===== src/rtl/priority_encoder8to3_if.sv =====
// ---------------------------------------------------------------------------
// priority_encoder8to3_if
//   Bundles the event/handshake signals of the sequential 8-to-3 priority
//   encoder.
//
//   Handshake: a code in Y is transferred at a rising edge where
//   valid && ready. While valid && !ready, Y and valid are held unchanged.
//   valid only drops after a transfer (or on reset).
//
//   Signals:
//     D     [7:0]  event pulses, one cycle high = one event on that line
//     ready        consumer accepts Y this cycle
//     valid        Y holds a valid code
//     Y     [2:0]  encoded line index
//     pend  [7:0]  captured events not yet loaded into Y
//     ovf          sticky overflow, an event was lost
//
//   Modports:
//     master  event source / consumer side (drives D and ready)
//     slave   encoder side
// ---------------------------------------------------------------------------
interface priority_encoder8to3_if;
    logic [7:0] D;
    logic       ready;
    logic       valid;
    logic [2:0] Y;
    logic [7:0] pend;
    logic       ovf;

    modport master (
        output D,
        output ready,
        input  valid,
        input  Y,
        input  pend,
        input  ovf
    );

    modport slave (
        input  D,
        input  ready,
        output valid,
        output Y,
        output pend,
        output ovf
    );
endinterface


===== src/rtl/priority_encoder8to3.sv =====
// ---------------------------------------------------------------------------
// priority_encoder8to3
//   Sequential 8-to-3 priority encoder with event queuing. Every event pulse
//   on D is remembered in a pending register; pending lines are emitted one
//   at a time as a 3-bit index on a valid/ready output. Priority is decided
//   at load time, so a later high-priority event overtakes older ones.
//
//   Parameters:
//     PRIO_HIGH  1 = highest index wins, 0 = lowest index wins
//
//   Ports:
//     clk   clock, all state updates on rising edge
//     rst   synchronous, active-high reset
//     bus   slave modport of priority_encoder8to3_if (D, ready, valid, Y,
//           pend, ovf)
//
//   All outputs come straight from flops.
// ---------------------------------------------------------------------------
module priority_encoder8to3 #(
    parameter bit PRIO_HIGH = 1'b1
) (
    input  logic                   clk,
    input  logic                   rst,
    priority_encoder8to3_if.slave  bus
);

    logic [7:0] pend_q, pend_d;
    logic       valid_q, valid_d;
    logic [2:0] y_q, y_d;
    logic       ovf_q, ovf_d;

    logic [7:0] next_v;
    logic [2:0] win_idx;
    logic       slot_free;

    // Winner selection over pending-or-arriving events.
    always_comb begin
        next_v  = pend_q | bus.D;
        win_idx = 3'd0;
        if (PRIO_HIGH) begin
            // Last set bit scanning upward wins -> highest index.
            for (int i = 0; i < 8; i++) begin
                if (next_v[i]) win_idx = 3'(i);
            end
        end else begin
            // Last set bit scanning downward wins -> lowest index.
            for (int i = 7; i >= 0; i--) begin
                if (next_v[i]) win_idx = 3'(i);
            end
        end
    end

    assign slot_free = !valid_q || bus.ready;

    always_comb begin
        pend_d  = pend_q;
        valid_d = valid_q;
        y_d     = y_q;
        // A line already pending that fires again loses an event. A line
        // whose code sits in Y has P[i]=0, so it is simply queued again.
        ovf_d   = ovf_q | (|(bus.D & pend_q));

        if (slot_free) begin
            if (next_v != 8'h00) begin
                y_d     = win_idx;
                valid_d = 1'b1;
                // Clearing the winner also absorbs a same-cycle event on
                // that line: one code is emitted for both.
                pend_d  = next_v & ~(8'h01 << win_idx);
            end else begin
                valid_d = 1'b0;
                pend_d  = 8'h00;
            end
        end else begin
            pend_d = next_v;
        end
    end

    always_ff @(posedge clk) begin
        if (rst) begin
            pend_q  <= 8'h00;
            valid_q <= 1'b0;
            y_q     <= 3'd0;
            ovf_q   <= 1'b0;
        end else begin
            pend_q  <= pend_d;
            valid_q <= valid_d;
            y_q     <= y_d;
            ovf_q   <= ovf_d;
        end
    end

    assign bus.valid = valid_q;
    assign bus.Y     = y_q;
    assign bus.pend  = pend_q;
    assign bus.ovf   = ovf_q;

endmodule

===== src/flat_wrapper.sv =====
// flat-port wrapper written by rule: the top's interface ports become plain ports
module priority_encoder8to3_flat 
#(
    parameter bit PRIO_HIGH = 1'b1
)
  (clk, rst, bus_D, bus_ready, bus_valid, bus_Y, bus_pend, bus_ovf);
  priority_encoder8to3_if bus_i ();
  input  logic clk;
  input  logic rst;
  input wire logic [$bits(bus_i.D)-1:0] bus_D;
  input wire logic [$bits(bus_i.ready)-1:0] bus_ready;
  output wire logic [$bits(bus_i.valid)-1:0] bus_valid;
  output wire logic [$bits(bus_i.Y)-1:0] bus_Y;
  output wire logic [$bits(bus_i.pend)-1:0] bus_pend;
  output wire logic [$bits(bus_i.ovf)-1:0] bus_ovf;
  assign bus_i.D = bus_D;
  assign bus_i.ready = bus_ready;
  assign bus_valid = bus_i.valid;
  assign bus_Y = bus_i.Y;
  assign bus_pend = bus_i.pend;
  assign bus_ovf = bus_i.ovf;
  priority_encoder8to3 #(.PRIO_HIGH(PRIO_HIGH)) u_core (.clk(clk), .rst(rst), .bus(bus_i));
endmodule

===== config.mk =====
export PLATFORM = sky130hd
export DESIGN_NAME = priority_encoder8to3_flat
export DESIGN_NICKNAME = d
export VERILOG_FILES = /design/src/rtl/priority_encoder8to3_if.sv /design/src/rtl/priority_encoder8to3.sv /design/src/flat_wrapper.sv
export SDC_FILE = /design/constraint.sdc
export NUM_CORES = 1
export LEC_CHECK = 0
export CAP_MARGIN = 20
export CORE_MARGIN = 1.5
export CORE_UTILIZATION = 40
export DETAILED_ROUTE_END_ITERATION = 8
export GPL_ROUTABILITY_DRIVEN = 0
export MAX_ROUTING_LAYER = met4
export PLACE_DENSITY = 0.75
export SYNTH_ARGS = -nofsm -noshare
export SYNTH_HDL_FRONTEND = slang
export SYNTH_SLANG_ARGS = --single-unit

===== constraint.sdc =====
create_clock -name clk -period 1.8 [get_ports clk]
set_clock_uncertainty 0.05 [all_clocks]
set_input_delay 0.54 -clock clk [delete_from_list [all_inputs] [get_ports clk]]
set_output_delay 0.54 -clock clk [all_outputs]
set_load 0.02 [all_outputs]

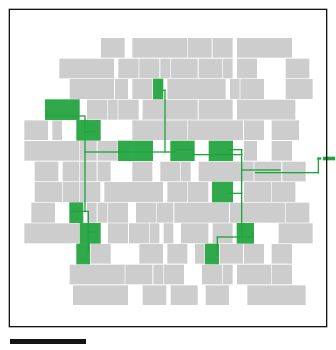
port_trees.png
The bar under the picture is 10 um long.
green -> rst  # direction input, end cells 13, buffers 1, wire 97.7 um
number of top-level design ports: 24
Buffers on Ports: 23

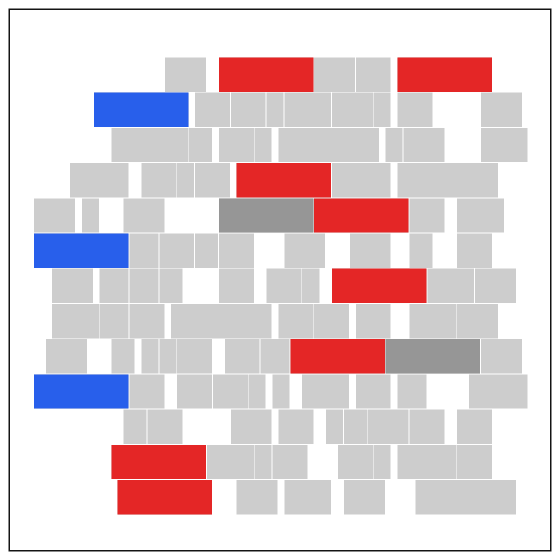
ff_map.png
Other sequential cells in the stronger grey, the rest of the logic in the fainter grey.
blue -> u_core.bus.Y  # placed flops 3
red -> u_core.bus.pend  # placed flops 8
Seq. cell area: 260.3 um2
Seq group: 0.327 mW

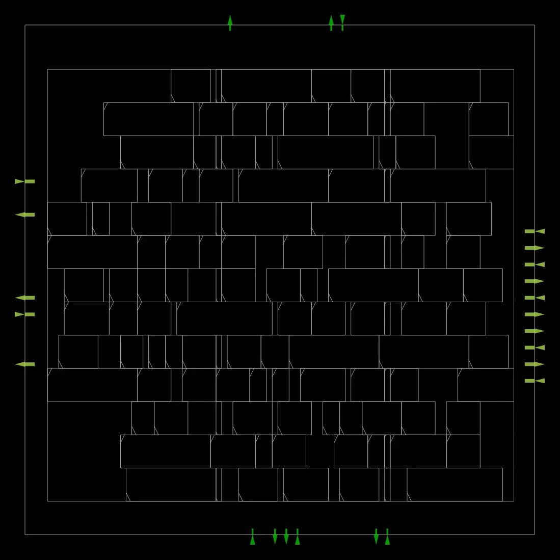
placed.png
final design utilization: 76.18%
fraction of area in registers: 25.30%
core area: 1350 um2
flop count: 13
number of cells in the finished layout apart from fillers: 121

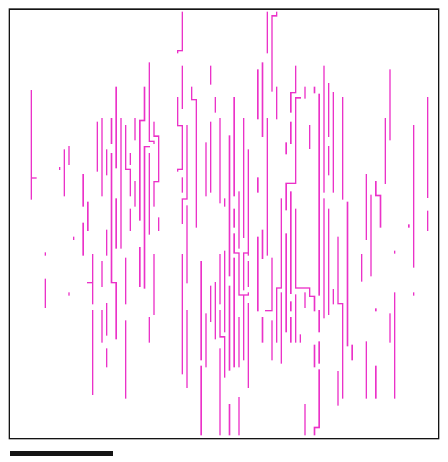
m2.png
The bar under the picture is 10 um long.
share of all routed wire = 50%
wire length on this layer = 833 um
main direction = vertical
longest straight run = 19.6 um
wire length reported by the detailed router: 1678 um
via count: 673

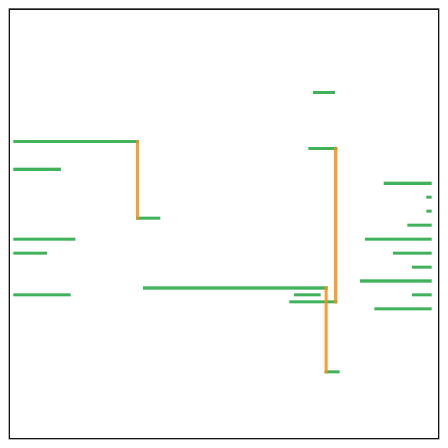
layers.png
Only two layers are drawn.
green -> M3  # wire length 94.1 um
orange -> M4  # wire length 30.6 um
average routed wire per standard cell: 13.87 um
total routing resource utilization after global routing: 22.09%

## through the flow
step	setup WS (ps)	total power, mW
6_report	74.44	0.7077
3_5_place_dp	-306.1	0.5444
2_1_floorplan	286.3	0.4187
5_1_grt	2.197	0.7440
4_1_cts	1.686	0.7110
3_3_place_gp	-319.7	0.5414
## synth_stat cells, drive strengths merged, types with 2 or more instances
library cell / n
a211oi: 4
a21oi: 4
a311oi: 3
a31oi: 2
dfxtp: 13
nand2: 2
nand2b: 2
nor2: 11
nor3: 2
nor4: 4
o31ai: 2
## flip-flops by register name, indices dropped and copies added (netlist names)
signal,flops
u_core.bus.Y,3
u_core.bus.valid,1
u_core.bus.ovf,1
u_core.bus.pend,8
## layer usage
metal,track usage [%],vias to the layer above
li1,-,332
met1,25.27,312
met2,37.50,23
met3,4.348,6
met4,9.032,0
met5,-,-
## repair_timing
| action | in CTS | in global routing |
|---|---|---|
| hold buffers | 0 | 0 |
| endpoints found under the setup margin | 14 | 8 |
| setup buffers | 0 | 0 |
| gates resized | 15 | 5 |
| pin swaps | 0 | 7 |
## critical path, stage by stage
cell	delay, ps
clkdlybuf4s50_1	470
nor4_4	310
a41oi_2	210
a311oi_1	310
## worst paths after layout
path,endpoint,slack (ps),cells past startpoint
max,u_core.bus.Y[1],70,4
min,u_core.bus.Y[2],420,2
min reg2reg,u_core.bus.Y[2],420,2
max reg2reg,u_core.bus.Y[1],310,4
## cell type report
type                            instances  area share, %
Multi-Input combinational cell         47          35.16
Tap cell                               15          1.825
Sequential cell                        13          25.30
Clock buffer                            4          2.555
Timing Repair Buffer                   42          35.16
## cell families after synthesis
kind of cell	Yosys count
buffers and inverters	1
AND/OR/NAND/NOR	26
flip-flops	13
AND-OR/OR-AND	21
## where the power goes
part	internal, mW	switching [mW]
Combinational	0.101	0.103
Sequential	0.309	0.0181
Clock	0.0856	0.0910
Total	0.496	0.212
==> run summary <==
Numbers from the implementation run.

The kind of end point of the critical path is a flip-flop. Ranked by total cell area, the synthesized netlist is headed by dfxtp_1, nor4_4, nor2_1, a211oi_1, a311oi_1. From synthesis to final layout, the design area changed by 71.61%.

The initial antenna violation count came to 0. The first-pass detailed-route iteration total is 4. The half-perimeter wire length of the detailed placement result is 1314 um. Per the detail_route log, the uppermost layer with routed signals is met4. The cell type with the largest total area after synthesis is dfxtp_1.

The fraction of synthesis flops using an asynchronous set or reset pin is 0%. In this run, the synthesized area fraction spent on and/or/nand/nor cells is recorded as 30.06%. The die is ~42 um wide. The final tally of hold violations is 0. Adding up every negative setup slack in the final design gives 0 ps. The launch point of the worst register-to-register path is recorded as u_core.bus.pend[6]. The post-synthesis cell count from yosys is 61.

Of the total synthesized cell area, the portion taken by AND-OR and OR-AND cells is 25.89%. For this run the aggregate overflow at the end of global routing stands at 0. The area fraction in xor and xnor cells is 0%.

The number of logged tool warnings is 26. The fraction of the yosys area taken by sequential cells is 43.42%. The final report lists the setup-violating endpoint count as 0. The detailed router reports a met2 wire length of 832 um. The first global-routing pass estimated 2891 um of wire. The launch point of the critical path was reported as bus_D[0]. Hold timing on the final database bottoms out at a slack of 424.7 ps.

The portion of synthesized cell area occupied by the leading cell type is around 43%. The placed instance count is around 120. The count of nets after finishing is 118. The worst vdd rail ir drop is between 0.4 and 0.5 mV. In this run the worst path has a maximum fanout of 4. Per the layout area report, the combinational gate area comes to 361.6 um2.

The number of inserted diodes is 0. The vertical die size is 41.71 um. The transition at the pin with the smallest max-transition slack is ~480 ps. After the first detailed-routing iteration, the DRC count stood at 10.

Nets still carrying antenna violations after routing amount to 0. The max-slew headroom at the worst pin is between 60% and 70%. Entering global routing, the biggest net connects 14 pins.

Yosys printed 0 warnings. The area of the die is 1740 um2. Cells with a size suffix above 1 make up 28.30% of the layout.

The element type at the critical path start is an input pin. The flip-flop cell with the highest count after synthesis is dfxtp_1. The detailed-route DRC error count is 0. For this block, wires on met1 add up to 720 um. The netlist area before placement is 599.3 um2.

The flow ran to the end, and the final reports show no timing, DRC or antenna violations. Total power normalized to cell area comes to 688.1 nW/um2. The number of filler cells placed in the layout is ~95.

The effective utilization at floorplan is 44.39%. The tally of max-capacitance violations is 0. The CTS clock-pin slew for the worst setup and hold paths is about 80 ps. The worst setup path category is input pin to flip-flop. The class of the tightest hold or removal check is flip-flop to flip-flop.

The script logs the ratio of routed vias to standard cells as ~5.6. In this run, synthesis inferred 0 flip-flops with an integrated enable. The largest family of logic cells by area is simple AND/OR/NAND/NOR gates. After synthesis, the chip area reported by Yosys is 599.3 um2. The number of clock buffers added by TritonCTS is 3. The final cell area excluding filler cells is 1028 um2. The cell leakage power is 0.4523 nW. At floorplan, the net count of the design was reported as 72. The H-tree depth is 1. The top cell types in the final layout, fill and taps aside, are buf_4, dlygate4sd2_1, dfxtp_1. The number of distinct standard cells referenced by the synthesized netlist is 24. The number of global-route vias before repair was a little under 700. The CTS tree is built.

The flop and latch count out of synthesis is 13. The multiplexer share of the synthesized area is 0%. Post-route period utilization is reported as 95.86%. For the worst min-delay path, the startpoint reported by OpenROAD is u_core.bus.Y[2]. The CTS log lists the clock sinks for this run as 13.

The report lists the number of standard-cell rows as 13. The clock reaches the later pin of the worst-skew pair after about 260 ps. The adder and majority cell fraction of the synthesized area is 0%. The worst endpoint required time is 1920 ps.

Setup repair after global routing left no endpoint under its margin. The cell at the root of the clock tree is clkbuf_4. The number of pins exceeding their max-slew limit in the final report is 0.

The total length of routed met3 wires is 94 um. The average instance area after synthesis is 9.825 um2. The cell count after synthesis is 61. At the worst endpoint, the arrival time is 1850 ps. No sink is reached through more buffers than the 2 on the longest clock path. Once placement finished, the instance area stood at 987.2 um2. The highest achievable clock rate is 0.5795 GHz. Counting only logic cells after layout, the most numerous master is buf_4.

The routed design could run at a clock period as short as approximately 1700 ps.
No activity file was given, so power comes from the tool's default toggle rates.
